ff_map.png
Scale: 3 px per um.
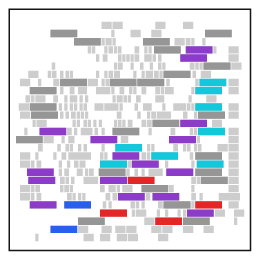
clock_wires.png
Scale: 3 px per um.
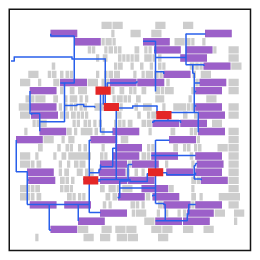
placed.png
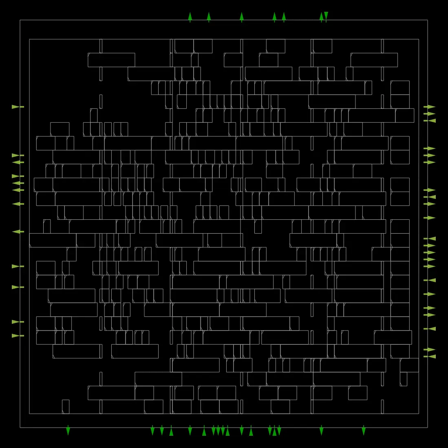
class_map.png
Scale: 3 px per um.
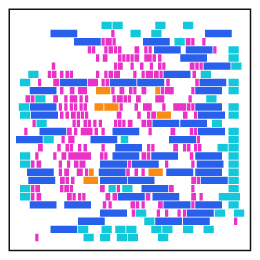
==> config.mk <==
export PLATFORM = sky130hd
export DESIGN_NAME = control_unit
export DESIGN_NICKNAME = d
export VERILOG_FILES = /design/src/rtl/control_unit.sv
export SDC_FILE = /design/constraint.sdc
export NUM_CORES = 1
export LEC_CHECK = 0
export ABC_AREA = 1
export CAP_MARGIN = 30
export CORE_MARGIN = 1.5
export CORE_UTILIZATION = 40
export DETAILED_ROUTE_END_ITERATION = 10
export PLACE_DENSITY = 0.65
export REMOVE_ABC_BUFFERS = 1
export SETUP_SLACK_MARGIN = 0.02
export SYNTH_ARGS = -nofsm -noshare
export SYNTH_HDL_FRONTEND = slang
export SYNTH_SLANG_ARGS = --single-unit
export TNS_END_PERCENT = 20
==> constraint.sdc <==
create_clock -name Clock -period 1.8 [get_ports Clock]
set_input_delay 0.18 -clock Clock [delete_from_list [all_inputs] [get_ports Clock]]
set_output_delay 0.18 -clock Clock [all_outputs]
set_load 0.01 [all_outputs]
==> results.txt <==
Implementation results. Total grt overflow landed at 0. Power density normalized to cell area landed at 1510 mW/mm2. Count of unresolved DRC violations after routing landed at 0. The synthesis report names the predominant flop master as dfrtp_1. Clock-pin slew on the worst setup and hold paths landed at 0.10 ns.

From left edge to right edge, the die measures 79.9 um. Input and output buffers added on the ports amount to 56. Average cell area after synthesis landed at 8.58 um2. The worst setup path is of the reg -> out kind.

For this design the top-level I/O count stands at 58. Synthesized flop and latch total landed at 55. Share of the cycle needed by the critical path after routing landed at 88.0%. Delay contributed by the slowest stage of the critical path landed at 0.59 ns.

The worst setup path is captured at an output pin. Per the timing report, the biggest fanout along the worst path comes to 9. Summed over all layers, the routed wires come to 4730 um. Highest attainable clock frequency landed at 632 MHz.

Number of diodes added for antenna fixing landed at 0. Setup repair after global routing left no endpoint under its margin. Number of nets with antenna violations after detailed routing landed at 0. Yosys stat cell total landed at 276. Max-capacitance violation count landed at 0. The flow ran to the end, and the final reports show no timing, DRC or antenna violations.

Fraction of registers with async set/reset landed at 100%. Counting along the longest clock path gives a buffer depth of 2. Fraction of layout instances using a drive strength above 1 landed at 6.85%.

Routability-driven placement congestion ratio landed at 0.860. In the log, the iteration count for the first detailed-route pass is 4. Yosys warning count landed at 0. At the placement stage, the worst setup path has a slack of 0.174 ns. Arrival time of the worst setup path landed at 1.40 ns. Before any placement, the netlist area is recorded as 0.00237 mm2. Tally of OpenROAD warnings landed at 25. Violation tally from detailed-route iteration zero landed at 118. Counting both buffers and inverters, the worst setup path holds a total of 1. The script extracted a total leakage power of 1.58 nW. Summed over all routing layers, the global router reports a total usage of 16.0%. Reg-to-reg setup timing slack landed at 0.24 ns.

Number of cells on the critical path landed at 1. Counting endpoints that fail hold in the final report gives 0. The floorplan step defined a die boundary enclosing 0.00639 mm2.

Post-route minimum period landed at 1.58 ns. In this run, CTS created clock tree buffers numbering 5. Routed via count landed at 1903. Effective utilization at floorplan landed at 42.2%.

The first global-routing pass estimated 7870 um of wire. STA classifies the critical path startpoint as a flip-flop. In this run the clock root is driven by a clkbuf_8. Maximum VDD drop landed at 0.000922 V. In this run, synthesis inferred 0 flip-flops with an integrated enable.

The register with the most flip-flops in the layout has 16 of them. Number of distinct library cell variants in the gate-level netlist after synthesis landed at 27. Pins over their slew limit in the final report were tallied at 0. For the worst flop-to-flop path, the logic depth is 7. Buffers inserted during post-CTS setup optimization landed at 0.

Pin count of the biggest net entering global routing landed at 56. Endpoints with negative setup slack in the final report add up to 0. Setup total negative slack on the finished layout was measured at 0 ns. Per the placement report, the placed cell count is 400. The flow measured a signed area growth from synthesis to layout of 30.9%. Broken down by cell family, the worst path's largest delay share belongs to buffers and inverters. For reference, the critical path cell chain is clkdlybuf4s50_1.

The floorplan step set the die height to 79.9 um. Using the TritonRoute via totals, the vias-per-cell ratio works out to 4.66. The cell count after synthesis came out at 276.

Share of the yosys chip area belonging to registers landed at 58.1%. Number of global-route vias before repair landed at 1686. The min-delay analysis places its worst path in the category in -> async. In the final design database the tool counted 355 nets. Critical path required time landed at 1.62 ns. Post-DP HPWL landed at 3600 um. The largest individual stage delay along the critical path comes from the cell clkdlybuf4s50_1. Clock sink count landed at 55. Power after layout landed at 4.69 mW. Initial antenna violation count landed at 0.

Looking at the clock tree report, the H-tree level count equals 2. Average detailed-routed wire length per instance landed at 11.6 um. Minimum setup slack in the final design landed at 0.217 ns.

Summed standard-cell area reported by yosys landed at 0.00237 mm2. TritonCTS built the clock tree.
Back to the opening pictures, ff_map.png:
purple -> `ir_q`  # sequential cells 16
cyan -> `D_Addr`  # sequential cells 8, where east
blue -> `ALU_s0`  # sequential cells 2
red -> `RF_W_Addr`  # sequential cells 4
not coloured = 25
register area: 0.00138 mm2
power consumed by sequential cells: 1.94 mW
sequential share of cell area: 44.4%
fin util: 55.3%

Back to the opening pictures, clock_wires.png:
red -> clock-net drivers  # count 5
purple -> flip-flops  # count 55
blue -> clock wires  # length 577 um
routed clock nets = 6
flops lie = spread over the die
maximum clock skew at final layout: 0.00615 ns
clock network power consumption: 0.670 mW
clock network latency to the later pin of the worst-skew pair: 0.30 ns
Clk pwr share: 14.3%

Back to the opening pictures, placed.png:
final cell count without fillers: 408
number of placement rows: 27

Back to the opening pictures, class_map.png:
orange -> clock drivers and dummy loads  # cells 8
cyan -> remaining buffers and delay cells  # cells 59
magenta -> remaining logic cells  # cells 214
blue -> registers  # cells 55
post-layout instance area: 0.00310 mm2
Core ar.: 0.00561 mm2

area by class of cell:
type | instances | area (um2)
clock buffers | 5 | 68.8
clock inverters | 3 | 18.8
multi-input cells | 168 | 777
repair buffers | 59 | 596
inverters | 46 | 173
flip-flops and latches | 55 | 1380
well taps | 72 | 90.1
fillers | 539 | 2510
what timing repair did:
action	4_1_cts	5_1_grt
hold buffers	0	0
resized	0	1
endpoints found under the setup margin	0	1
placed cells by master (no fill, tap or decap), types with 3 or more instances in the layout:
master,netlist,layout
nand2_1,70,70
clkdlybuf4s50_1,0,56
dfrtp_1,55,55
inv_1,43,42
nor2_1,33,33
o21ai_0,25,25
nand3_1,14,14
a21oi_1,6,6
clkbuf_8,0,5
inv_2,3,4
nand4_1,3,3
o21ai_2,2,3
metrics by stage:
stage,util [%],area [um2],hold WS [ns]
after floorplan,-,2320,0.301
after global placement,53.6,3010,0.462
after detailed placement,53.6,3010,0.483
after CTS,55.2,3100,0.254
after global routing,55.3,3100,0.264
final,55.3,3100,0.230
power by group:
group	switching (mW)	internal [mW]	leakage [nW]	total [mW]
Combinational	1.23	0.851	0.809	2.08
Sequential	0.305	1.63	0.724	1.94
Clock	0.396	0.275	0.0483	0.670
routing by layer:
metal  routed length, um  track usage (%)  up-vias
met5                   0                0        -
met4                  40             3.62        0
met3                 226             4.00        4
met2                2350             26.7       39
met1                2110             20.8      891
li1                    -                -      969
Yosys cell counts (all sizes together) (2+ instances only):
cell    count  area [um2]
nor2       34         135
a31oi       2        27.5
o211ai      2        15.0
buf         6        41.3
nand3      14        70.1
nand4       3        18.8
a21oi       6        30.0
nor3        2        15.0
dfrtp      55        1380
nand2      72         275
inv        46         173
o21ai      28         148
kinds of logic (layout without fill, tap and decap cells):
kind of cell,after synthesis,count (layout),synth area share (%)
simple gates,126,126,22.0
other cells,1,1,0.158
buf+inv,53,113,9.20
fa+ha+maj,1,1,0.528
xor+xnor,1,1,0.370
flops,55,55,58.1
compound gates,39,39,9.62
Power figures rest on the tool's default switching activity, not on a simulated workload.
